`config.mk`:
```
export PLATFORM = sky130hd
export DESIGN_NAME = and_stim_seq
export DESIGN_NICKNAME = d
export VERILOG_FILES = /design/src/rtl/and_pkg.sv /design/src/rtl/and_dwell_ctr.sv /design/src/rtl/and_stim_seq.sv
export SDC_FILE = /design/constraint.sdc
export NUM_CORES = 1
export LEC_CHECK = 0
export ABC_AREA = 1
export CELL_PAD_IN_SITES_DETAIL_PLACEMENT = 2
export CELL_PAD_IN_SITES_GLOBAL_PLACEMENT = 2
export CORE_MARGIN = 1
export CORE_UTILIZATION = 33
export CTS_CLUSTER_DIAMETER = 80
export CTS_CLUSTER_SIZE = 14
export DETAILED_ROUTE_END_ITERATION = 8
export PLACE_DENSITY_LB_ADDON = 0.2
export SETUP_SLACK_MARGIN = 0.02
export SKIP_CTS_REPAIR_TIMING = 1
export SLEW_MARGIN = 5
export SYNTH_ARGS = -nofsm -noshare
export SYNTH_HDL_FRONTEND = slang
export SYNTH_SLANG_ARGS = --single-unit
export TNS_END_PERCENT = 50
```
`constraint.sdc`:
```
create_clock -name clk -period 2.65 [get_ports clk]
set_input_delay 0.3975 -clock clk [delete_from_list [all_inputs] [get_ports clk]]
set_output_delay 0.3975 -clock clk [all_outputs]
set_load 0.005 [all_outputs]
```
`src/rtl/and_pkg.sv`:
```
// Shared types and constants for the AND-gate stimulus sequencer.
package and_pkg;

    // Sequencer states; the encoding is visible on the debug port.
    typedef enum logic [1:0] {
        IDLE  = 2'b00,
        DRIVE = 2'b01,
        FIN   = 2'b10
    } state_t;

    // Entries in the 2-input truth table (00,01,10,11).
    localparam int NUM_VECS = 4;

    // Ceiling of the mismatch counter.
    localparam logic [7:0] ERR_MAX = 8'd255;

    // Saturating increment for the mismatch counter.
    function automatic logic [7:0] sat_inc(input logic [7:0] v);
        return (v == ERR_MAX) ? v : v + 8'd1;
    endfunction

endpackage

```
`src/rtl/and_dwell_ctr.sv`:
```
// Dwell counter: counts cycles a vector has been held and flags the last one.
// o_tc is high on the final dwell cycle while counting is enabled.
module and_dwell_ctr #(
    parameter int DWELL = 5
) (
    input  logic clk,
    input  logic rst,
    input  logic i_clr,
    input  logic i_en,
    output logic o_tc
);

    localparam logic [7:0] TC_VAL = 8'(DWELL - 1);

    logic [7:0] r_cnt;

    assign o_tc = i_en && (r_cnt == TC_VAL);

    // Count while enabled; wrap to zero on terminal count or explicit clear.
    always_ff @(posedge clk) begin
        if (rst || i_clr) begin
            r_cnt <= 8'd0;
        end else if (o_tc) begin
            r_cnt <= 8'd0;
        end else if (i_en) begin
            r_cnt <= r_cnt + 8'd1;
        end
    end

endmodule

```
`src/rtl/and_stim_seq.sv`:
```
// Stimulus sequencer for a 2-input AND gate: walks {a,b} through 00,01,10,11,
// DWELL cycles per vector, NUM_PASSES times per start, then pulses done.
// Optional feature macro: AND_CHECK_EN adds the c_in feedback checker
// (err_cnt, pass).
//
// Handshake: start is a level sampled only in IDLE; a start seen there
// launches a run on the next edge, and starts during DRIVE/FIN are dropped.
// busy marks the driving window, done is a single-cycle completion strobe.
module and_stim_seq
    import and_pkg::*;
#(
    parameter int DWELL      = 5,
    parameter int NUM_PASSES = 1
) (
    input  logic       clk,
    input  logic       rst,
    input  logic       start,
    output logic       a,
    output logic       b,
    output logic [1:0] vec_idx,
    output logic       busy,
    output logic       done,
`ifdef AND_CHECK_EN
    input  logic       c_in,
    output logic [7:0] err_cnt,
    output logic       pass,
`endif
    output state_t     dbg_state
);

    localparam logic [1:0] LAST_VEC  = 2'(NUM_VECS - 1);
    localparam logic [3:0] LAST_PASS = 4'(NUM_PASSES - 1);

    state_t     r_state;
    state_t     w_state_nxt;
    logic [1:0] r_vec;
    logic [1:0] w_vec_nxt;
    logic [3:0] r_pass;
    logic [3:0] w_pass_nxt;
    logic       r_busy;
    logic       r_done;
    logic       w_dwell_clr;
    logic       w_dwell_en;
    logic       w_tc;

    and_dwell_ctr #(
        .DWELL (DWELL)
    ) u_dwell (
        .clk   (clk),
        .rst   (rst),
        .i_clr (w_dwell_clr),
        .i_en  (w_dwell_en),
        .o_tc  (w_tc)
    );

    // Next-state logic: vector advance on terminal count, pass counting on wrap.
    always_comb begin
        w_state_nxt = r_state;
        w_vec_nxt   = r_vec;
        w_pass_nxt  = r_pass;
        w_dwell_clr = 1'b0;
        w_dwell_en  = 1'b0;
        case (r_state)
            IDLE: begin
                w_vec_nxt = 2'd0;
                if (start) begin
                    w_state_nxt = DRIVE;
                    w_pass_nxt  = 4'd0;
                    w_dwell_clr = 1'b1;
                end
            end
            DRIVE: begin
                w_dwell_en = 1'b1;
                if (w_tc) begin
                    if (r_vec == LAST_VEC && r_pass == LAST_PASS) begin
                        // Final vector stays on {a,b} through the FIN cycle.
                        w_state_nxt = FIN;
                    end else begin
                        w_vec_nxt = r_vec + 2'd1;
                        if (r_vec == LAST_VEC) begin
                            w_pass_nxt = r_pass + 4'd1;
                        end
                    end
                end
            end
            FIN: begin
                w_state_nxt = IDLE;
                w_vec_nxt   = 2'd0;
            end
            default: begin
                w_state_nxt = IDLE;
                w_vec_nxt   = 2'd0;
            end
        endcase
    end

    // State and output registers; busy/done are registered from next state.
    always_ff @(posedge clk) begin
        if (rst) begin
            r_state <= IDLE;
            r_vec   <= 2'd0;
            r_pass  <= 4'd0;
            r_busy  <= 1'b0;
            r_done  <= 1'b0;
        end else begin
            r_state <= w_state_nxt;
            r_vec   <= w_vec_nxt;
            r_pass  <= w_pass_nxt;
            r_busy  <= (w_state_nxt == DRIVE);
            r_done  <= (w_state_nxt == FIN);
        end
    end

    assign a         = r_vec[1];
    assign b         = r_vec[0];
    assign vec_idx   = r_vec;
    assign busy      = r_busy;
    assign done      = r_done;
    assign dbg_state = r_state;

`ifdef AND_CHECK_EN
    logic [7:0] r_err;

    // Compare gate output on each vector's last dwell cycle; clear on launch.
    always_ff @(posedge clk) begin
        if (rst) begin
            r_err <= 8'd0;
        end else if (r_state == IDLE && w_state_nxt == DRIVE) begin
            r_err <= 8'd0;
        end else if (r_state == DRIVE && w_tc && (c_in != (r_vec[1] & r_vec[0]))) begin
            r_err <= sat_inc(r_err);
        end
    end

    assign err_cnt = r_err;
    assign pass    = r_done && (r_err == 8'd0);
`endif

endmodule

```
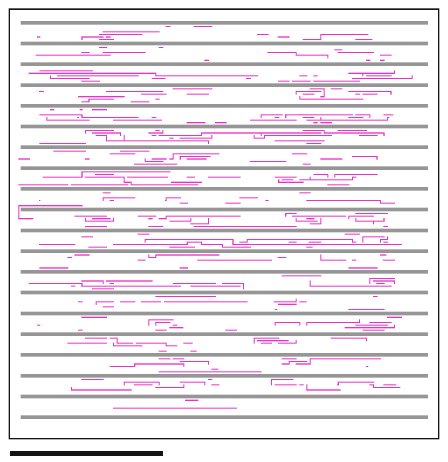
(images/layer_met1.png)
Bar = 20 um. Supply wires on this layer in grey.
share of all routed wire	44%
wire length on this layer	1080 um
main direction	horizontal
longest straight run	22.1 um
Total Wirelength: 2.44 mm
met1 Use GR: 0.188
via count: 849

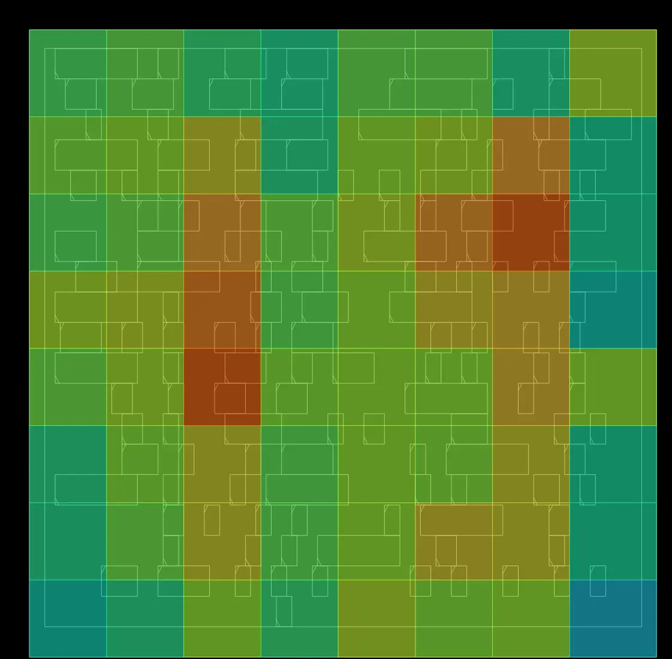
(images/congestion.png)
gr usage total: 0.165
DR WL/cell: 14.2 um
met2 global-route usage: 0.328

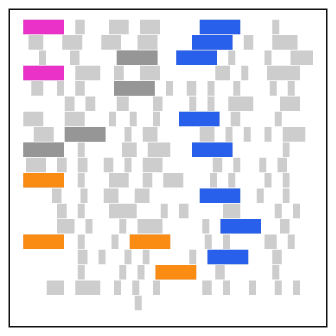
(images/flops_by_reg.png)
Other sequential cells in the stronger grey, the rest of the logic in the fainter grey.
colour	netlist name	sequential cells
magenta	`vec_idx`	2
orange	`r_pass`	4
blue	`u_dwell.r_cnt`	8

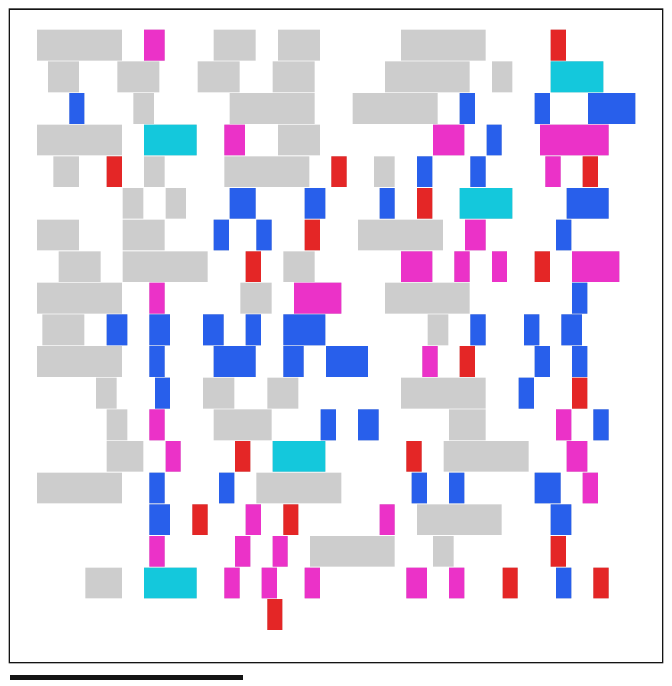
(images/logic_types.png)
Bar = 20 um.
colour	family	cells	most used
blue	NAND gates	42	nand2_1
cyan	adder and majority cells	5	ha_1
magenta	NOR gates	28	nor2_1
red	inverters	18	inv_1

==> impl_metrics.csv <==
group,metric,value,unit
run_status,outcome,"finished, final reports clean",
die,core_area,2760,um^2
global_route,grt_max_degree,12,
cells_and_area,n_fill_cell,360,
die,io-pin-count,11,
cells_and_area,buf_share,0.0897,
cells_and_area,area_growth,15.7,%
critical_path,cp_top_family,"buffers and inverters",
final_timing,min_period,1.63,ns
cells_and_area,comb_area,513,um^2
power,seq_power,282,uW
die,row_count,19,
logic_synthesis,ys_sh_xor,0.0272,
logic_synthesis,netlist_area,965,um^2
run,drv_cap,0,
logic_synthesis,most_common_cell,"nand2_1",
clocking,clk_transition_reported_paths,0.10,ns
cells_and_area,stdcell_count,172,
die,fp_util,0.350,
logic_synthesis,synth_flops,18,
clocking,clockBufferDepth,2,
power,power,503,uW
logic_synthesis,logic_family,"simple AND/OR/NAND/NOR gates",
power,power_frac_clock,0.330,
critical_path,end_kind,"primary output",
critical_path,rrSetupSlack,1.09,ns
cells_and_area,largest_class,"multi-input combinational cells",
clocking,h-tree-depth,1,
critical_path,worstSetupStartpointType,"flip-flop",
global_route,grt_pass1_vias,963,
critical_path,regToRegStartpoint,"dbg_state[1]",
die,well_tap_count,31,
global_route,antenna_found_initial,0,
final_timing,fin_crit_sh,0.616,
route,ant_nets,0,
route,routed_via_density,4.94,
cells_and_area,utilization,0.405,
cells_and_area,comb_cells,91,
logic_synthesis,ys_sh_simple,0.372,
cells_and_area,seqCellArea,360,um^2
final_timing,setup_tns,0,ns
global_route,grt_overflow_total,0,
cells_and_area,final_nets,150,
final_timing,hold_violations,0,
route,top_layer_used,"met4",
power,maxPowerGroup,"registers",
final_timing,drv_slew,0,
final_timing,worst_pin_slew,0.410,ns
final_timing,skew,0.00412,ns
route,wirelength_met1,1.08,mm
cells_and_area,nNonClkBuffers,10,
final_timing,fin_ws,1.02,ns
power,internal_power,380,uW
critical_path,crit_buf_inv,1,
cells_and_area,regMostFlops,"u_dwell.r_cnt",
logic_synthesis,topCellsByArea,"dfxtp_1 37%, nand2_1 10%, nor2_1 7.0%",
logic_synthesis,enable_flop_cells,0,
min_path,hp-class,"flip-flop to flip-flop",
critical_path,cp-endpoint,"b",
power,pg_clk,166,uW
logic_synthesis,yosys_area,965,um^2
critical_path,reg2regPathDepth,7,
logic_synthesis,ys_cells,131,
placed_design,dp_hpwl,1.94,mm
route,drtIter0Drc,15,
logic_synthesis,ys_seq_frac,0.374,
critical_path,cp.depth,1,
logic_synthesis,yosysWarnings,0,
logic_synthesis,synth.avg_cell_area,7.36,um^2
logic_synthesis,fa_ha_area_frac,0.0649,
die,chip_area,3140,um^2
die,die_h,56.1,um
No activity file was given, so power comes from the tool's default toggle rates.
